`config.mk`:
```
export PLATFORM = sky130hd
export DESIGN_NAME = mdio_controller
export DESIGN_NICKNAME = d
export VERILOG_FILES = /design/src/rtl/mdio_controller.sv
export SDC_FILE = /design/constraint.sdc
export NUM_CORES = 1
export LEC_CHECK = 0
export ABC_AREA = 1
export CAP_MARGIN = 10
export CORE_AREA = 2 2 93 95
export DETAILED_ROUTE_END_ITERATION = 6
export DIE_AREA = 0 0 95 97
export HOLD_SLACK_MARGIN = 0.05
export PLACE_DENSITY = 0.81
export SETUP_SLACK_MARGIN = 0.05
export SYNTH_ARGS = -nofsm -noshare
export SYNTH_HDL_FRONTEND = slang
export SYNTH_SLANG_ARGS = --single-unit
```
`constraint.sdc`:
```
create_clock -name clk -period 3.2 [get_ports clk]
set_input_delay 0.64 -clock clk [delete_from_list [all_inputs] [get_ports clk]]
set_output_delay 0.64 -clock clk [all_outputs]
set_load 0.05 [all_outputs]
```
`src/rtl/mdio_controller.sv`:
```
// MDIO management frame engine. MDC runs at clk/2; frames go out MSB first and change on MDC falling edges.
// Read frames release the bus after the 16-bit header and capture 16 bits from MDIO_IN on MDC rising edges.
module mdio_controller #(
    parameter int FRAME_BITS = 32
) (
    input  logic        clk,
    input  logic        reset,
    input  logic        MDIO_START,
    input  logic [31:0] T_DATA,
    input  logic        MDIO_IN,
    output logic        MDC,
    output logic        MDIO_OE,
    output logic        MDIO_OUT,
    output logic [15:0] RD_DATA,
    output logic        DATA_RDY,
    output logic        MDIO_DONE
);

    typedef enum logic [1:0] {IDLE, LOAD, SHIFT_OUT, READ_IN} state_t;

    localparam logic [4:0] LAST_BIT  = 5'(FRAME_BITS - 1);
    localparam logic [4:0] LAST_READ = 5'd15;

    state_t      state, state_next;
    logic        mdc;
    logic        oe, oe_next;
    logic        out, out_next;
    logic        rdy, rdy_next;
    logic        done, done_next;
    logic        is_read, is_read_next;
    logic [4:0]  cnt, cnt_next;
    logic [31:0] shreg, shreg_next;
    logic [15:0] rd_shift, rd_shift_next;
    logic [15:0] rd_data, rd_data_next;

    // mdc holds the value before the edge: mdc=1 means this edge takes MDC 1->0.
    logic mdc_fall;
    logic mdc_rise;
    assign mdc_fall = mdc;
    assign mdc_rise = ~mdc;

    always_ff @(posedge clk or posedge reset) begin
        if (reset) begin
            state    <= IDLE;
            mdc      <= 1'b0;
            oe       <= 1'b0;
            out      <= 1'b0;
            rdy      <= 1'b0;
            done     <= 1'b0;
            is_read  <= 1'b0;
            cnt      <= '0;
            shreg    <= '0;
            rd_shift <= '0;
            rd_data  <= '0;
        end else begin
            state    <= state_next;
            mdc      <= ~mdc;
            oe       <= oe_next;
            out      <= out_next;
            rdy      <= rdy_next;
            done     <= done_next;
            is_read  <= is_read_next;
            cnt      <= cnt_next;
            shreg    <= shreg_next;
            rd_shift <= rd_shift_next;
            rd_data  <= rd_data_next;
        end
    end

    always_comb begin
        // NOTE: every next value defaults to its current value (pulses to 0) first, so no latch can be inferred.
        state_next    = state;
        oe_next       = oe;
        out_next      = out;
        rdy_next      = 1'b0;
        done_next     = 1'b0;
        is_read_next  = is_read;
        cnt_next      = cnt;
        shreg_next    = shreg;
        rd_shift_next = rd_shift;
        rd_data_next  = rd_data;

        case (state)
            IDLE: begin
                if (MDIO_START) begin
                    shreg_next   = T_DATA;
                    is_read_next = (T_DATA[29:28] == 2'b10);
                    state_next   = LOAD;
                end
            end
            LOAD: begin
                if (mdc_fall) begin
                    oe_next    = 1'b1;
                    out_next   = shreg[31];
                    shreg_next = {shreg[30:0], 1'b0};
                    cnt_next   = '0;
                    state_next = SHIFT_OUT;
                end
            end
            SHIFT_OUT: begin
                if (mdc_fall) begin
                    if (cnt == LAST_BIT) begin
                        oe_next    = 1'b0;
                        out_next   = 1'b0;
                        done_next  = 1'b1;
                        state_next = IDLE;
                    end else if (is_read && cnt == LAST_READ) begin
                        // Header sent: hand the bus to the PHY for the data half.
                        oe_next       = 1'b0;
                        out_next      = 1'b0;
                        cnt_next      = '0;
                        rd_shift_next = '0;
                        state_next    = READ_IN;
                    end else begin
                        out_next   = shreg[31];
                        shreg_next = {shreg[30:0], 1'b0};
                        cnt_next   = cnt + 5'd1;
                    end
                end
            end
            READ_IN: begin
                if (mdc_rise) begin
                    rd_shift_next = {rd_shift[14:0], MDIO_IN};
                    if (cnt == LAST_READ) begin
                        rd_data_next = {rd_shift[14:0], MDIO_IN};
                        rdy_next     = 1'b1;
                        done_next    = 1'b1;
                        state_next   = IDLE;
                    end else begin
                        cnt_next = cnt + 5'd1;
                    end
                end
            end
            default: state_next = IDLE;
        endcase
    end

    assign MDC       = mdc;
    assign MDIO_OE   = oe;
    assign MDIO_OUT  = out;
    assign RD_DATA   = rd_data;
    assign DATA_RDY  = rdy;
    assign MDIO_DONE = done;

endmodule

```
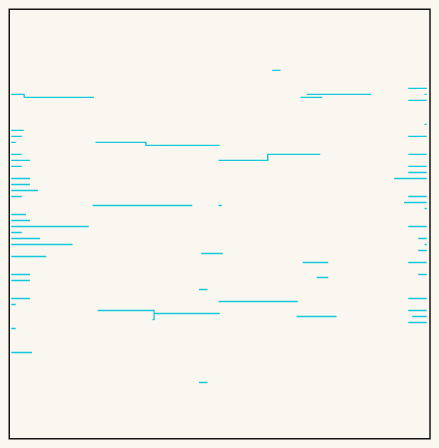
**Above:** run 1 (signal wires on met3).
longest straight run = 22.3 um
nets with wire on the layer = 53
share of all routed wire = 4.9%
wire length on this layer = 354 um
main direction = horizontal

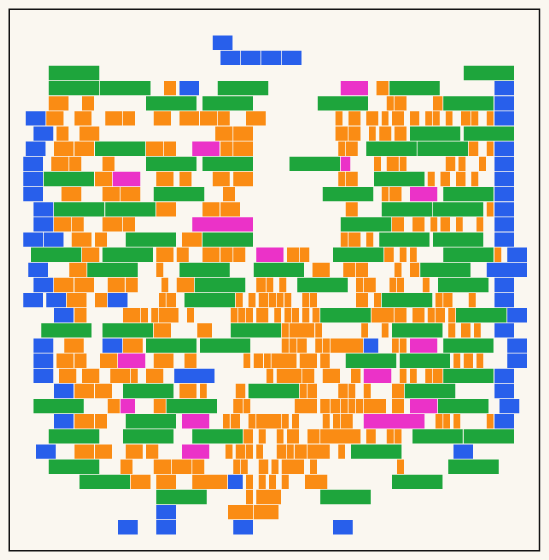
**Above:** run 1 (placement by cell class).
orange -> all other logic  # cells 296, share of their area 40%
green -> flops  # cells 76, share of their area 42%
magenta -> clock drivers and dummy loads  # cells 15, share of their area 4.9%
blue -> other buffers and delay cells  # cells 60, share of their area 13%

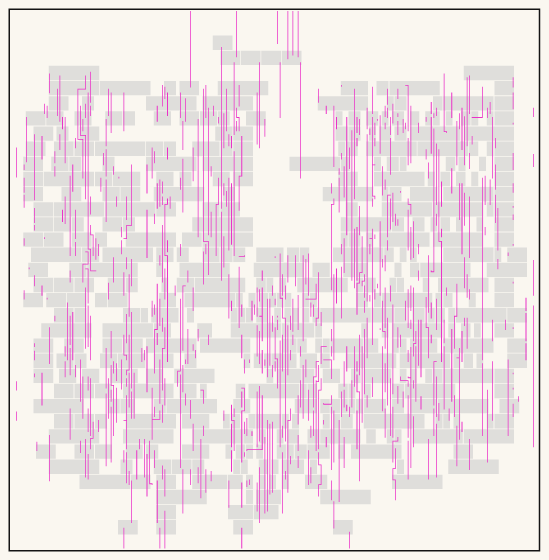
**Above:** run 1 (met2 routing).
wire length on this layer = 3350 um
nets with wire on the layer = 388
longest straight run = 32.6 um

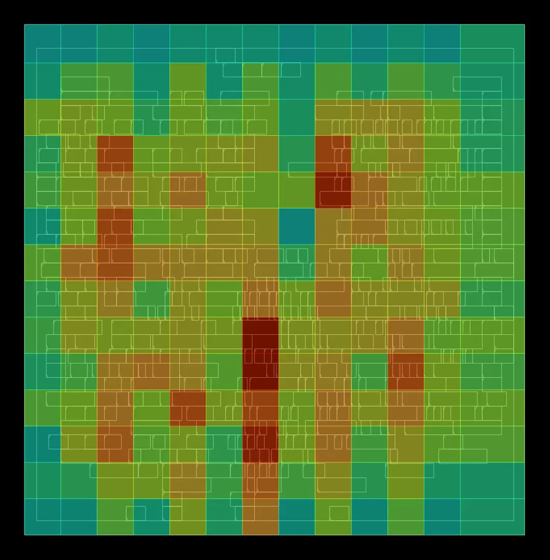
**Above:** run 1 (track usage over the die).
met2 Track Usage GR: 0.272
WL/cell: 13.0 um
global routing's busiest layer: met2
grt met1 use: 0.231
GRT Total Usage: 0.175

==> results_dict.tcl, run 1 <==
# place-and-route summary
set metrics [dict create \
    clock.fmax_ghz 0.446 \
    p_clk_frac 0.196 \
    worstSetupStartpoint "MDC$_DFF_PP0_" \
    n_tap_cell 105 \
    worstPathCellList "clkdlybuf4s50_1" \
    nets 486 \
    grt_first_pass_wirelength_um 12900 \
    grt_pass1_vias 2739 \
    finalPower_w 0.00422 \
    cts.sinks 76 \
    cpLargestDelayFamily "buffers and inverters" \
    hold_violations 0 \
    clock_cell_area_share 0.0477 \
    rows 33 \
    adder_share 0.0226 \
    grt_use_met3 0.0553 \
    reg2reg_to "shreg[28]$_DFFE_PP0P_" \
    combPwrFrac 0.472 \
    portBuffers 56 \
    seq_power_w 0.00140 \
    seq_area_frac 0.405 \
    buf_share 0.131 \
    synth-async-reset-ratio 1.00 \
    ys_top_cells_by_count "89 x nand2_1, 76 x dfrtp_1, 42 x nand2_2" \
    powerDensity_nw_per_um2 898 \
    yosys-stat-area_um2 3880 \
    largest_class "sequential cells" \
    p_clk_w 0.000825 \
    hold_path_depth 2 \
    vdd_ir_drop_max_v 0.000567 \
    top_register "shreg" \
    power.group.top "combinational cells" \
    hold_path.class "flop to flop" \
    placed_cells 537 \
    num_vias 2776 \
    rsz0062_at_grt "false" \
    ctsLongestPathBuffers 2 \
    antenna_found_initial 0 \
    most-common-layout-cells "89 x nand2_1, 76 x dfrtp_1, 56 x clkdlybuf4s50_1" \
    clock_latency_ns 0.35 \
    min_from "RD_DATA[12]$_DFFE_PP0P_" \
    cts.repair.resized 0 \
    powerComb_w 0.00199 \
    p_switching_w 0.00174 \
    gp_congestion 0.840 \
    ys_ff 76 \
    slew_violations 0 \
    design.seq.count 76 \
    comb_area_frac 0.369 \
    cts_hold_buf 0 \
    status "complete, no violations" \
    dp_hpwl_um 4950 \
    cp_num_buf_inv 1 \
    r2r-start "cnt[0]$_DFFE_PP0P_" \
    synthXorXnorAreaFrac 0.00226 \
    start_kind "flop" \
    drive_gt1_frac 0.257 \
    initCoreUtil 0.477 \
    synth_top_area_share 0.490 \
    p_leak_nw 2.18 \
    crit_fanout 4 \
    tns_ns 0 \
    die_area_um2 9220 \
    ys_sh_simple 0.228 \
    layout_top_cell "nand2_1" \
    holdWs_ns 0.484 \
    critical-path-max-stage-delay_ns 0.83 \
    top_layer "met4" \
    clkTransAtPathRegs_ns 0.08 \
    warning_count 30 \
    synthTopLogicFamily "simple AND/OR/NAND/NOR gates" \
    wl_met3_um 354 \
    utilization 0.577 \
    wl_met1_um 3360 \
    max_cap_viol_count 0 \
    fin_ws_ns 0.957 \
    fp.coreArea_um2 8130 \
    layout.cells.non_filler 552 \
]
==> run 1 -> run 2 <==
--- a/config.mk
+++ b/config.mk
@@ -11,7 +11,7 @@
 export DETAILED_ROUTE_END_ITERATION = 6
 export DIE_AREA = 0 0 95 97
 export HOLD_SLACK_MARGIN = 0.05
-export PLACE_DENSITY = 0.81
+export PLACE_DENSITY = 0.84
 export SETUP_SLACK_MARGIN = 0.05
 export SYNTH_ARGS = -nofsm -noshare
 export SYNTH_HDL_FRONTEND = slang
==> constraint.sdc (replaced) <==
create_clock -name clk -period 1.9 [get_ports clk]
set_input_delay 0.38 -clock clk [delete_from_list [all_inputs] [get_ports clk]]
set_output_delay 0.38 -clock clk [all_outputs]
set_load 0.05 [all_outputs]
==> results_dict.tcl, run 2 <==
# place-and-route summary
set metrics [dict create \
    status "finished with violations" \
    failed_checks "negative setup slack" \
    yosys-stat-area_um2 3880 \
    layout_top_cell "nand2_1" \
    p_clk_frac 0.160 \
    nets 514 \
    rsz0062_at_grt "true" \
    cts.repair.resized 26 \
    grt_pass1_vias 2922 \
    cts_hold_buf 0 \
    placed_cells 547 \
    tns_ns -0.0235 \
    ys_sh_simple 0.228 \
    buf_share 0.178 \
    setup_viol 1 \
    n_tap_cell 105 \
    die_area_um2 9220 \
    critical-path-max-stage-delay_ns 0.38 \
    cts.sinks 76 \
    synthTopLogicFamily "simple AND/OR/NAND/NOR gates" \
    ctsLongestPathBuffers 2 \
    rows 33 \
    comb_area_frac 0.362 \
    slew_violations 0 \
    wl_met3_um 571 \
    warning_count 32 \
    p_clk_w 0.00126 \
    powerDensity_nw_per_um2 1550 \
    cp_num_buf_inv 3 \
    ys_ff 76 \
    synth-async-reset-ratio 1.00 \
    clkTransAtPathRegs_ns 0.08 \
    worstSetupStartpoint "cnt[1]$_DFFE_PP0P_" \
    synthXorXnorAreaFrac 0.00226 \
    crit_fanout 8 \
    fp.coreArea_um2 8130 \
    worstPathCellList "ha_2 -> nand2_2 -> nor2_4 -> ha_4 -> buf_4 -> a21oi_4 -> a21oi_4 -> buf_12 -> buf_8 -> nand4_1 -> nand2_1" \
    top_layer "met4" \
    layout.cells.non_filler 581 \
    reg2reg_to "rd_shift[0]$_DFFE_PP0P_" \
    grt_first_pass_wirelength_um 13500 \
    design.seq.count 76 \
    fin_ws_ns -0.0235 \
    synth_top_area_share 0.490 \
    grt_util_met1 0.229 \
    dp_hpwl_um 5550 \
    seq_area_frac 0.376 \
    clock_latency_ns 0.36 \
]
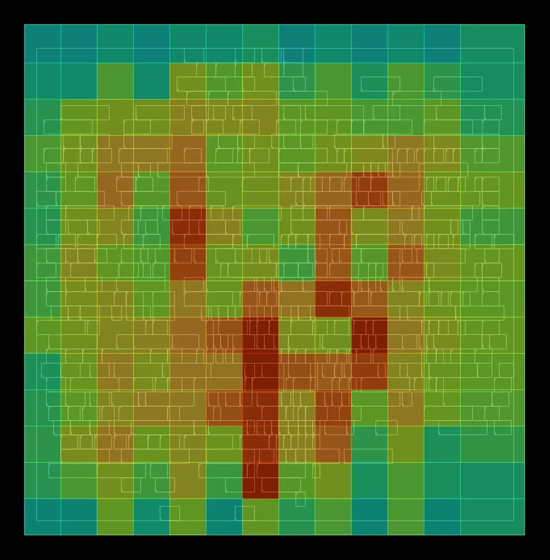
**Above:** run 2 (track usage over the die).
GRT Total Usage: 0.185
met2 Track Usage GR: 0.305
met3 usage: 0.0662
WL/cell: 14.7 um
Core Util, Final: 0.622

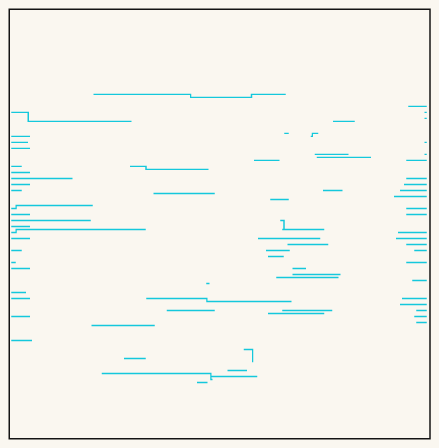
**Above:** run 2 (signal wires on met3).
main direction = horizontal
nets with wire on the layer = 68
wire length on this layer = 571 um
longest straight run = 29.2 um
share of all routed wire = 6.7%

